==> images/final_clocks.png <==
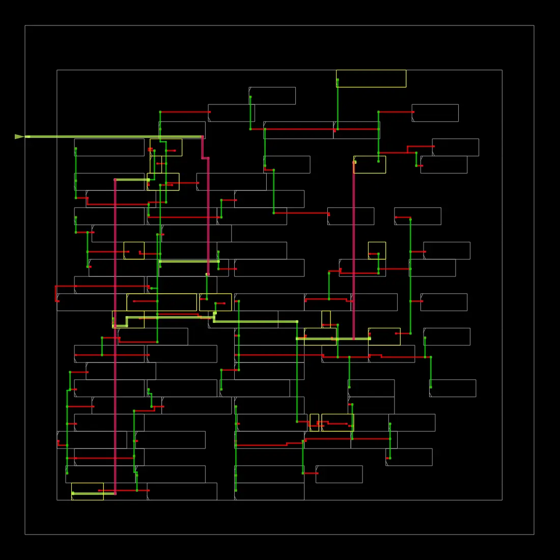
==> images/cell_classes.png <==
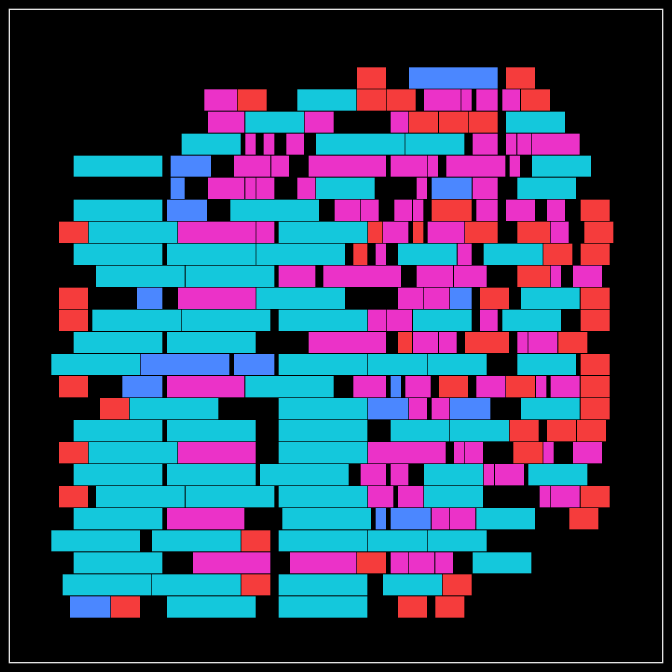
==> images/gate_families.png <==
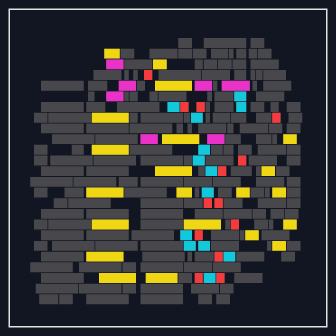
==> images/clock_map.png <==
Scale bar: 20 microns.
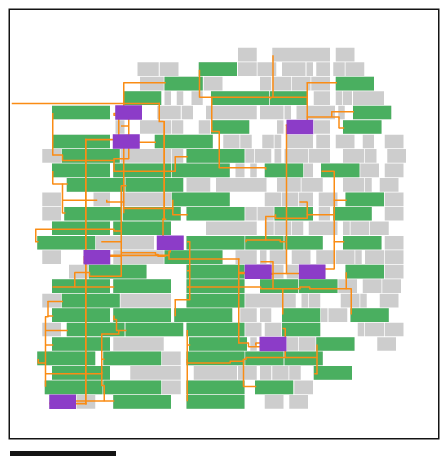
==> images/registers.png <==
Other sequential cells in the stronger gray, the rest of the logic in the fainter gray.
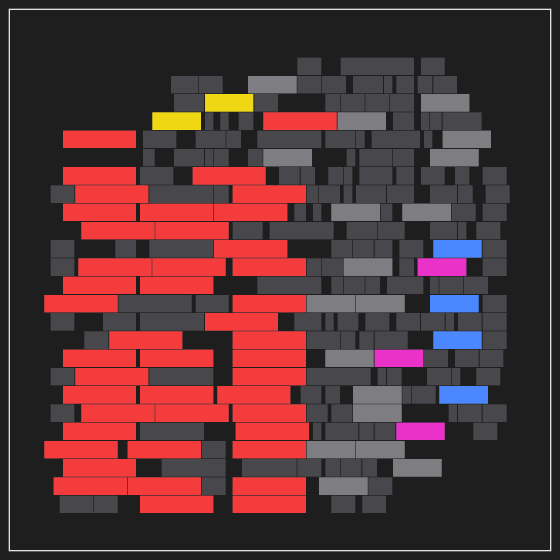
### src/rtl/alu_cmd_sequencer_if.sv
// alu_cmd_sequencer_if: command and result valid/ready channels of alu_cmd_sequencer.
// res_zero/res_neg exist only when ALU_FLAGS_EN is defined.
interface alu_cmd_sequencer_if;
  logic cmd_valid, cmd_ready;
  logic [2:0] cmd_ctrl;
  logic [3:0] cmd_a, cmd_b;
  logic res_valid, res_ready;
  logic [3:0] res_data;
  logic [2:0] res_ctrl;
`ifdef ALU_FLAGS_EN
  logic res_zero, res_neg;
  modport master(output cmd_valid, cmd_ctrl, cmd_a, cmd_b, res_ready,
                 input cmd_ready, res_valid, res_data, res_ctrl, res_zero, res_neg);
  modport slave(input cmd_valid, cmd_ctrl, cmd_a, cmd_b, res_ready,
                output cmd_ready, res_valid, res_data, res_ctrl, res_zero, res_neg);
`else
  modport master(output cmd_valid, cmd_ctrl, cmd_a, cmd_b, res_ready,
                 input cmd_ready, res_valid, res_data, res_ctrl);
  modport slave(input cmd_valid, cmd_ctrl, cmd_a, cmd_b, res_ready,
                output cmd_ready, res_valid, res_data, res_ctrl);
`endif
endinterface

### src/rtl/alu_cmd_sequencer.sv
// alu_cmd_sequencer: FIFO-buffered issue stage around a combinational 4-bit ALU with a registered result.
// Optional ALU_FLAGS_EN adds registered res_zero/res_neg flags captured with res_data.
module alu_cmd_sequencer #(
  parameter int DEPTH = 4,
  parameter int CW = $clog2(DEPTH + 1)
) (
  input  logic clk,
  input  logic rst,
  alu_cmd_sequencer_if.slave bus,
  output logic [3:0] alu_a,
  output logic [3:0] alu_b,
  output logic [2:0] alu_ctrl,
  input  logic [3:0] alu_s,
  output logic busy,
  output logic [CW-1:0] fifo_count
);
  localparam int AW = $clog2(DEPTH);
  typedef enum logic {IDLE, DRIVE} state_t;
  state_t state;
  logic [10:0] mem [DEPTH];
  logic [AW-1:0] wp, rp;
  logic push, pop;
  assign bus.cmd_ready = !rst && fifo_count != CW'(DEPTH);
  assign push = bus.cmd_valid && bus.cmd_ready;
  // pop only when the result register will be free by the following capture edge
  assign pop = state == IDLE && fifo_count != '0 && (!bus.res_valid || bus.res_ready);
  assign busy = state == DRIVE || fifo_count != '0;
  always_ff @(posedge clk)
    if (push) mem[wp] <= {bus.cmd_ctrl, bus.cmd_a, bus.cmd_b};
  always_ff @(posedge clk) begin
    if (rst) begin
      state <= IDLE;
      wp <= '0;
      rp <= '0;
      fifo_count <= '0;
      alu_a <= '0;
      alu_b <= '0;
      alu_ctrl <= '0;
      bus.res_valid <= 1'b0;
      bus.res_data <= '0;
      bus.res_ctrl <= '0;
`ifdef ALU_FLAGS_EN
      bus.res_zero <= 1'b0;
      bus.res_neg <= 1'b0;
`endif
    end else begin
      if (push) wp <= wp + 1'b1;
      if (pop) rp <= rp + 1'b1;
      fifo_count <= fifo_count + CW'(push) - CW'(pop);
      if (bus.res_valid && bus.res_ready) bus.res_valid <= 1'b0;
      if (state == IDLE) begin
        if (pop) begin
          {alu_ctrl, alu_a, alu_b} <= mem[rp];
          state <= DRIVE;
        end
      end else begin
        bus.res_data <= alu_s;
        bus.res_ctrl <= alu_ctrl;
        bus.res_valid <= 1'b1;
`ifdef ALU_FLAGS_EN
        bus.res_zero <= alu_s == 4'd0;
        bus.res_neg <= alu_s[3];
`endif
        state <= IDLE;
      end
    end
  end
endmodule

### src/flat_wrapper.sv
// flat-port wrapper written by rule: the top's interface ports become plain ports
module alu_cmd_sequencer_flat 
#(
  parameter int DEPTH = 4,
  parameter int CW = $clog2(DEPTH + 1)
)
  (clk, rst, alu_a, alu_b, alu_ctrl, alu_s, busy, fifo_count, bus_cmd_valid, bus_cmd_ctrl, bus_cmd_a, bus_cmd_b, bus_res_ready, bus_cmd_ready, bus_res_valid, bus_res_data, bus_res_ctrl);
  alu_cmd_sequencer_if bus_i ();
  input  logic clk;
  input  logic rst;
  output logic [3:0] alu_a;
  output logic [3:0] alu_b;
  output logic [2:0] alu_ctrl;
  input  logic [3:0] alu_s;
  output logic busy;
  output logic [CW-1:0] fifo_count;
  input wire logic [$bits(bus_i.cmd_valid)-1:0] bus_cmd_valid;
  input wire logic [$bits(bus_i.cmd_ctrl)-1:0] bus_cmd_ctrl;
  input wire logic [$bits(bus_i.cmd_a)-1:0] bus_cmd_a;
  input wire logic [$bits(bus_i.cmd_b)-1:0] bus_cmd_b;
  input wire logic [$bits(bus_i.res_ready)-1:0] bus_res_ready;
  output wire logic [$bits(bus_i.cmd_ready)-1:0] bus_cmd_ready;
  output wire logic [$bits(bus_i.res_valid)-1:0] bus_res_valid;
  output wire logic [$bits(bus_i.res_data)-1:0] bus_res_data;
  output wire logic [$bits(bus_i.res_ctrl)-1:0] bus_res_ctrl;
  assign bus_i.cmd_valid = bus_cmd_valid;
  assign bus_i.cmd_ctrl = bus_cmd_ctrl;
  assign bus_i.cmd_a = bus_cmd_a;
  assign bus_i.cmd_b = bus_cmd_b;
  assign bus_i.res_ready = bus_res_ready;
  assign bus_cmd_ready = bus_i.cmd_ready;
  assign bus_res_valid = bus_i.res_valid;
  assign bus_res_data = bus_i.res_data;
  assign bus_res_ctrl = bus_i.res_ctrl;
  alu_cmd_sequencer #(.DEPTH(DEPTH), .CW(CW)) u_core (.clk(clk), .rst(rst), .bus(bus_i), .alu_a(alu_a), .alu_b(alu_b), .alu_ctrl(alu_ctrl), .alu_s(alu_s), .busy(busy), .fifo_count(fifo_count));
endmodule
### config.mk
export PLATFORM = sky130hd
export DESIGN_NAME = alu_cmd_sequencer_flat
export DESIGN_NICKNAME = d
export VERILOG_FILES = /design/src/rtl/alu_cmd_sequencer_if.sv /design/src/rtl/alu_cmd_sequencer.sv /design/src/flat_wrapper.sv
export SDC_FILE = /design/constraint.sdc
export NUM_CORES = 1
export LEC_CHECK = 0
export CORE_MARGIN = 5
export CORE_UTILIZATION = 57
export DETAILED_ROUTE_END_ITERATION = 8
export GPL_ROUTABILITY_DRIVEN = 0
export GPL_TIMING_DRIVEN = 0
export PLACE_DENSITY = 0.95
export SETUP_SLACK_MARGIN = 0.15
export SLEW_MARGIN = 10
export SYNTH_ARGS = -nofsm -noshare
export SYNTH_HDL_FRONTEND = slang
export SYNTH_SLANG_ARGS = --single-unit
### constraint.sdc
create_clock -name clk -period 5.95 [get_ports clk]
set_input_delay 0.8925 -clock clk [delete_from_list [all_inputs] [get_ports clk]]
set_output_delay 0.8925 -clock clk [all_outputs]
set_load 0.01 [all_outputs]
==> datasheet_impl.txt <==
Table: implementation figures

Parameter                              Value

Power
  Internal Power    between 1 and 1.5 mW
  Total power of the final layout    roughly 1.5 mW
  Power per Cell Area    around 440 nW/um^2
  Gate power share    between 30 and 40%

Clocking
  Clock tree from TritonCTS    yes
  H-tree levels    3
  Root buf cell    sky130_fd_sc_hd__clkbuf_8
  Setup Buffers After CTS    0
  CTS max path bufs    2
  CTS resizes    0

Layout
  Total inserted antenna cells    0
  Fraction of final layout cells sized beyond drive strength 1    a little over an eighth
  Multi-input gate area in the final layout    approximately 870 sq um

GRT
  First-pass GRT wire length    ~8000 microns
  Largest net degree at the start of global routing    13
  Tot GR Track Use    between 15 and 20%

STA
  Worst hold slack    ~0.49 ns
  Maximum frequency from static timing analysis    between 200 and 300 MHz
  Final Cycle Share    between 60% and 70%
  Finish-stage setup viols    0
  Clock period minus final worst setup slack    roughly 3.6 ns

Die
  Row Count    25
  Die Footprint    approximately 6500 sq um

Logic synthesis
  Simple-gate share of the synthesized area    under 10%
  Dominant cell area share    46.7%
  Cell count after synthesis    169
  Primary FF master, synth    sky130_fd_sc_hd__edfxtp_1
  Post-synth top area cell    sky130_fd_sc_hd__edfxtp_1

Detailed routing
  Average detailed-routed wire length per instance    about 16 microns
  Antenna-violating nets left    0

Worst setup path
  CP Capture Type    output pin
  Critical Path Max Stage Delay    between 0.5 and 0.6 ns
  Worst-path cell chain    clkdlybuf4s50_1 > clkbuf_1 > clkbuf_8 > buf_6 > nor2_1 > clkdlybuf4s50_1

Run status
  Status    completed
Notes on final_clocks.png above:
Insertion Delay late pin: 0.34 ns
count of sequential standard cells: 71
number of clock-tree buffers in the layout: 10
TritonCTS Sinks: 71

Notes on cell_classes.png above:
class	color	cells	share of their area
clock drivers and dummy loads	blue	16	6.1%
flip-flops	cyan	71	54%
other buffers and delay cells	red	51	14%
all other logic	magenta	89	26%
sequential share of cell area: 52.5%
cell area after layout: 3550 sq um

Notes on gate_families.png above:
family	color	cells
NAND gates	red	13
adder and majority cells	magenta	7
multiplexers	yellow	21
inverting AOI/OAI gates	cyan	13

Notes on clock_map.png above:
[cells driving clock nets] purple | count: 9
[flip-flops] green | count: 71
[clock wires] orange | length: 771 microns
flops lie	all over the die
routed clock nets	10
clock share of power: 26.2%
Final Skew: 0.00593 ns
clk pwr: 405 uW

Notes on registers.png above:
name in the netlist	color	sequential cells
u_core.mem	red	44
u_core.bus.res_ctrl	magenta	3
u_core.bus.res_data	blue	4
u_core.wp	yellow	2
not colored	18

-- Yosys cell counts, types with 2 or more instances --
master                      instances
sky130_fd_sc_hd__and2_1             5
sky130_fd_sc_hd__buf_2              3
sky130_fd_sc_hd__buf_6              3
sky130_fd_sc_hd__dfxtp_1           27
sky130_fd_sc_hd__edfxtp_1          44
sky130_fd_sc_hd__ha_1               6
sky130_fd_sc_hd__inv_1              5
sky130_fd_sc_hd__mux2_2             2
sky130_fd_sc_hd__mux2i_1            8
sky130_fd_sc_hd__mux4_1            10
sky130_fd_sc_hd__nand2b_1          13
sky130_fd_sc_hd__nor2_1            12
sky130_fd_sc_hd__nor2b_1            3
sky130_fd_sc_hd__nor3_1             2
sky130_fd_sc_hd__o2bb2ai_1         11
-- cell families after synthesis --
logic type                 count (synthesis)
and+or+nand+nor                           41
adders and majority gates                  7
xor gates and xnor gates                   1
AOI/OAI and AO/OA                         14
DFF                                       71
muxes                                     21
buffers and inverters                     14
-- layer usage --
metal | track usage (%) | vias up | wire (microns)
li1 | - | 751 | -
met1 | 20.7 | 743 | 2070
met2 | 26.5 | 43 | 2380
met3 | 4.37 | 9 | 279
met4 | 11.1 | 0 | 115
met5 | 0 | - | 0
-- critical path: cells and delay by family --
kind	cells	cell delay (ns)
buffers and inverters	5	1.75
AND/OR/NAND/NOR	1	0.05
-- registers in the layout (all words and copies together), names as in the netlist --
register,cells
u_core.mem,44
u_core.rp,2
u_core.bus.res_ctrl,3
u_core.alu_a,4
u_core.wp,2
u_core.alu_ctrl,3
u_core.bus.res_valid,1
u_core.alu_b,4
u_core.bus.res_data,4
u_core.state,1
u_core.fifo_count,3
-- power groups by stage --
stage / clock, mW / combinational [mW] / sequential (mW)
floorplan: 0 / 0.269 / 0.688
global placement: 0 / 0.465 / 0.668
detailed placement: 0 / 0.484 / 0.673
CTS: 0.413 / 0.487 / 0.663
global route: 0.435 / 0.529 / 0.674
finish: 0.405 / 0.481 / 0.663
-- cell type report --
type                       instances  area share [%]
inverter                           5           0.529
sequential                        71            52.5
clock buffer                      10            3.60
tap                               67            2.36
timing repair buffer              42            11.8
clock inverter                     6            2.40
buffer                             9            2.29
multi-input combinational         84            24.5
-- path summary, 6_finish.rpt --
path	start	cells past startpoint	endpoint	slack (ns)
max	rst	6	bus_cmd_ready	2.37
min	u_core.alu_b[1]	2	u_core.alu_b[1]	0.49
max reg2reg	u_core.fifo_count[1]	11	u_core.fifo_count[2]	3.36
min reg2reg	u_core.alu_b[1]	2	u_core.alu_b[1]	0.49
-- per-stage QoR --
step	std cells	utilization, %	setup slack, ns
floorplan	169	-	3.16
global placement	278	69.7	2.36
detailed placement	278	69.7	2.34
CTS	294	74.1	2.35
global route	294	74.1	2.25
finish	294	74.1	2.37
Power figures rest on the tool's default switching activity, not on a simulated workload.
